===== src/rtl/ifetch_pkg.sv =====
// rtl/ifetch_pkg.sv - shared next-PC select codes, fetch FSM encoding and NOP word
package ifetch_pkg;

  localparam logic [1:0] NPC_PC4    = 2'd0;
  localparam logic [1:0] NPC_BRANCH = 2'd1;
  localparam logic [1:0] NPC_JAL    = 2'd2;
  localparam logic [1:0] NPC_JALR   = 2'd3;

  localparam logic [31:0] NOP_INSTR = 32'h0000_0013;

  typedef enum logic [1:0] {
    ST_FETCH = 2'd0,
    ST_ISSUE = 2'd1,
    ST_HALT  = 2'd2
  } ifetch_state_e;

endpackage


===== src/rtl/ifetch_npc.sv =====
// rtl/ifetch_npc.sv - combinational next-PC select and alignment check
module ifetch_npc
  import ifetch_pkg::*;
(
  input  logic [31:0] pc_i,
  input  logic [1:0]  npc_op_i,
  input  logic        br_taken_i,
  input  logic [31:0] imm_i,
  input  logic [31:0] alu_c_i,
  output logic [31:0] next_pc_o,
  output logic        misalign_o
);

  always_comb begin
    next_pc_o = pc_i + 32'd4;
    unique case (npc_op_i)
      NPC_PC4:    next_pc_o = pc_i + 32'd4;
      NPC_BRANCH: next_pc_o = br_taken_i ? (pc_i + imm_i) : (pc_i + 32'd4);
      NPC_JAL:    next_pc_o = pc_i + imm_i;
      NPC_JALR:   next_pc_o = alu_c_i & ~32'h1;
      default:    next_pc_o = pc_i + 32'd4;
    endcase
    // JALR bit 0 is already cleared, so only a genuine bad target trips this
    misalign_o = |next_pc_o[1:0];
  end

endmodule


===== src/rtl/ifetch.sv =====
// rtl/ifetch.sv - instruction fetch stage: PC register, imem req/ack fetch, issue to decode
module ifetch
  import ifetch_pkg::*;
#(
  parameter logic [31:0] RESET_PC = 32'h0000_0000,
  parameter int          IMEM_AW  = 14,
  parameter logic [31:0] NOP      = NOP_INSTR
) (
  input  logic               clk,
  input  logic               reset,
  input  logic [1:0]         npc_op_i,
  input  logic               br_taken_i,
  input  logic [31:0]        sext_ext_i,
  input  logic [31:0]        alu_c_i,
  input  logic               stall_i,
  output logic               imem_req_o,
  output logic [IMEM_AW-1:0] imem_addr_o,
  input  logic [31:0]        imem_rdata_i,
  input  logic               imem_ack_i,
  output logic               inst_valid_o,
  output logic [31:0]        instruction_o,
  output logic [31:0]        pc_o,
  output logic [31:0]        npc_pc4_o,
  output logic               misalign_o
);

  ifetch_state_e state_q, state_d;
  logic [31:0]   pc_q, pc_d;
  logic [31:0]   instr_q, instr_d;
  logic          req_q, req_d;
  logic          valid_q, valid_d;
  logic          misalign_q, misalign_d;

  logic [31:0]   next_pc;
  logic          next_misalign;

  ifetch_npc u_npc (
    .pc_i       (pc_q),
    .npc_op_i   (npc_op_i),
    .br_taken_i (br_taken_i),
    .imm_i      (sext_ext_i),
    .alu_c_i    (alu_c_i),
    .next_pc_o  (next_pc),
    .misalign_o (next_misalign)
  );

  always_comb begin
    state_d    = state_q;
    pc_d       = pc_q;
    instr_d    = instr_q;
    req_d      = req_q;
    valid_d    = valid_q;
    misalign_d = misalign_q;
    case (state_q)
      ST_FETCH: begin
        if (imem_ack_i) begin
          instr_d = imem_rdata_i;
          state_d = ST_ISSUE;
          req_d   = 1'b0;
          valid_d = 1'b1;
        end
      end
      ST_ISSUE: begin
        if (!stall_i) begin
          valid_d = 1'b0;
          if (next_misalign) begin
            // Park with the faulting PC visible; only reset leaves HALT
            state_d    = ST_HALT;
            misalign_d = 1'b1;
          end else begin
            pc_d    = next_pc;
            instr_d = NOP;
            state_d = ST_FETCH;
            req_d   = 1'b1;
          end
        end
      end
      default: begin
        req_d   = 1'b0;
        valid_d = 1'b0;
      end
    endcase
  end

  always_ff @(posedge clk) begin
    if (reset) begin
      state_q    <= ST_FETCH;
      pc_q       <= RESET_PC;
      instr_q    <= NOP;
      req_q      <= 1'b1;
      valid_q    <= 1'b0;
      misalign_q <= 1'b0;
    end else begin
      state_q    <= state_d;
      pc_q       <= pc_d;
      instr_q    <= instr_d;
      req_q      <= req_d;
      valid_q    <= valid_d;
      misalign_q <= misalign_d;
    end
  end

  assign imem_req_o    = req_q;
  assign imem_addr_o   = pc_q[IMEM_AW+1:2];
  assign inst_valid_o  = valid_q;
  assign instruction_o = instr_q;
  assign pc_o          = pc_q;
  assign npc_pc4_o     = pc_q + 32'd4;
  assign misalign_o    = misalign_q;

endmodule


===== config.mk =====
export PLATFORM = sky130hd
export DESIGN_NAME = ifetch
export DESIGN_NICKNAME = d
export VERILOG_FILES = /design/src/rtl/ifetch_pkg.sv /design/src/rtl/ifetch_npc.sv /design/src/rtl/ifetch.sv
export SDC_FILE = /design/constraint.sdc
export NUM_CORES = 1
export LEC_CHECK = 0
export CORE_UTILIZATION = 31
export CTS_BUF_LIST = sky130_fd_sc_hd__clkbuf_8
export CTS_CLUSTER_SIZE = 16
export DETAILED_ROUTE_END_ITERATION = 8
export GPL_TIMING_DRIVEN = 0
export PLACE_DENSITY_LB_ADDON = 0.15
export SKIP_LAST_GASP = 1
export SYNTH_ARGS = -nofsm -noshare
export SYNTH_HDL_FRONTEND = slang
export SYNTH_SLANG_ARGS = --single-unit

===== constraint.sdc =====
create_clock -name clk -period 2.9 [get_ports clk]
set_input_delay 0.58 -clock clk [delete_from_list [all_inputs] [get_ports clk]]
set_output_delay 0.58 -clock clk [all_outputs]
set_load 0.05 [all_outputs]

==> reports/results.tsv <==
stage	metric	value	unit
status	status	finished clean	
finish	nets	1105	
place	gp_congestion	0.915	
floorplan	fp-utilization	31.7	%
timing	hold_viol_final	0	
finish	buf_share	30.6	%
setup_path	crit_path_end	pc_o[29]	
global_route	grt_usage	25.1	%
yosys	yosys_most_used_dff	dfxtp_1	
finish	comb_area_share	47.3	%
setup_path	path_cells	clkdlybuf4s50_1 > ha_1 > buf_6 > nand4_1 > nor3_2 > a311oi_2 > nor3_1 > a21o_1 > or4_4 > a32o_1 > a41o_1	
finish	design.seq.count	69	
worst_hold_path	hp-class	flop to flop	
place	port_buffers	213	
worst_hold_path	min_to	instruction_o[0]	
finish	diodes	0	
worst_hold_path	whs_path_depth	2	
power	intPower	1.89	mW
place	dp_slack	-0.941	ns
setup_path	r2r_end	pc_o[30]	
yosys	syn_nets	850	
clock_network	cts-resized-gates	164	
yosys	top_cell_area_share	25.2	%
floorplan	chip_area	0.0182	mm^2
yosys	netlist_area	0.00548	mm^2
power	power_density	369	mW/mm^2
global_route	antenna_found_initial	1	
clock_network	htreeDepth	3	
finish	lay_top_count	clkdlybuf4s50_1	
yosys	syn-instance-count	714	
place	dpl-instance-area	0.00802	mm^2
floorplan	die_h	135	um
routing	num_vias	6615	
routing	topRoutingLayerUsed	met5	
power	seqPwrFrac	32.9	%
power	ir_drop	0.254	mV
setup_path	r2r_cells	11	
finish	fillers	1700	
timing	clock.fmax	0.347	GHz
worst_hold_path	min-delay-start	instruction_o[0]	
setup_path	setup.worst_path.start	sext_ext_i[16]	
yosys	ys_ff	69	
Fig. 1: floorplan with the power grid
Drawn at 3 px/um. Pins as bars on the die edge. Tap cells in gray.
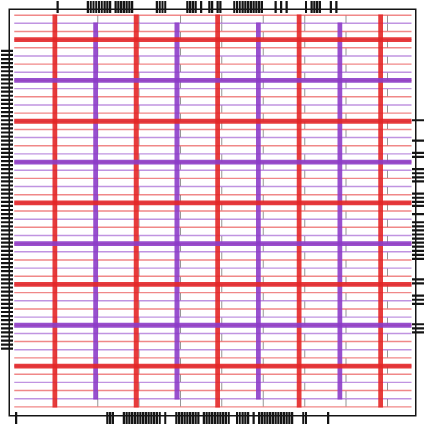
VDD -> purple
VSS -> red
met4 straps = 9
rows = 48
signal pins = 216
met1 rails = 49
met5 straps = 9

Fig. 2: cells colored by class
Drawn at 3 px/um. Fill, decap, tap and diode cells in gray.
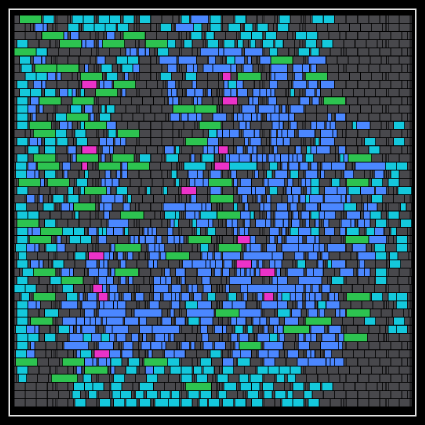
clock drivers and dummy loads -> magenta  # cells 16, share of their area 2.1%
flops -> green  # cells 69, share of their area 17%
combinational and other logic -> blue  # cells 586, share of their area 50%
other buffers and delay cells -> cyan  # cells 303, share of their area 32%

Fig. 3: clock distribution
Drawn at 3 px/um.
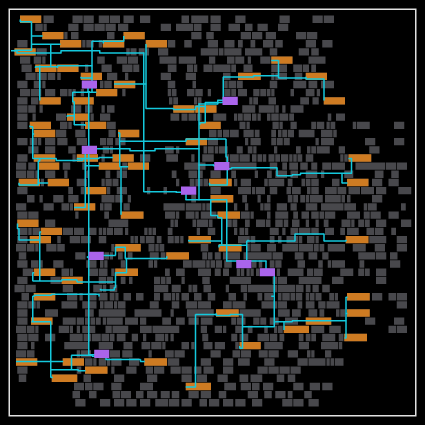
clock drivers -> purple  # count 9
clock wires -> cyan  # length 1290 um
flip-flops -> orange  # count 69
flops lie = all over the die

No activity file was given, so power comes from the tool's default toggle rates.
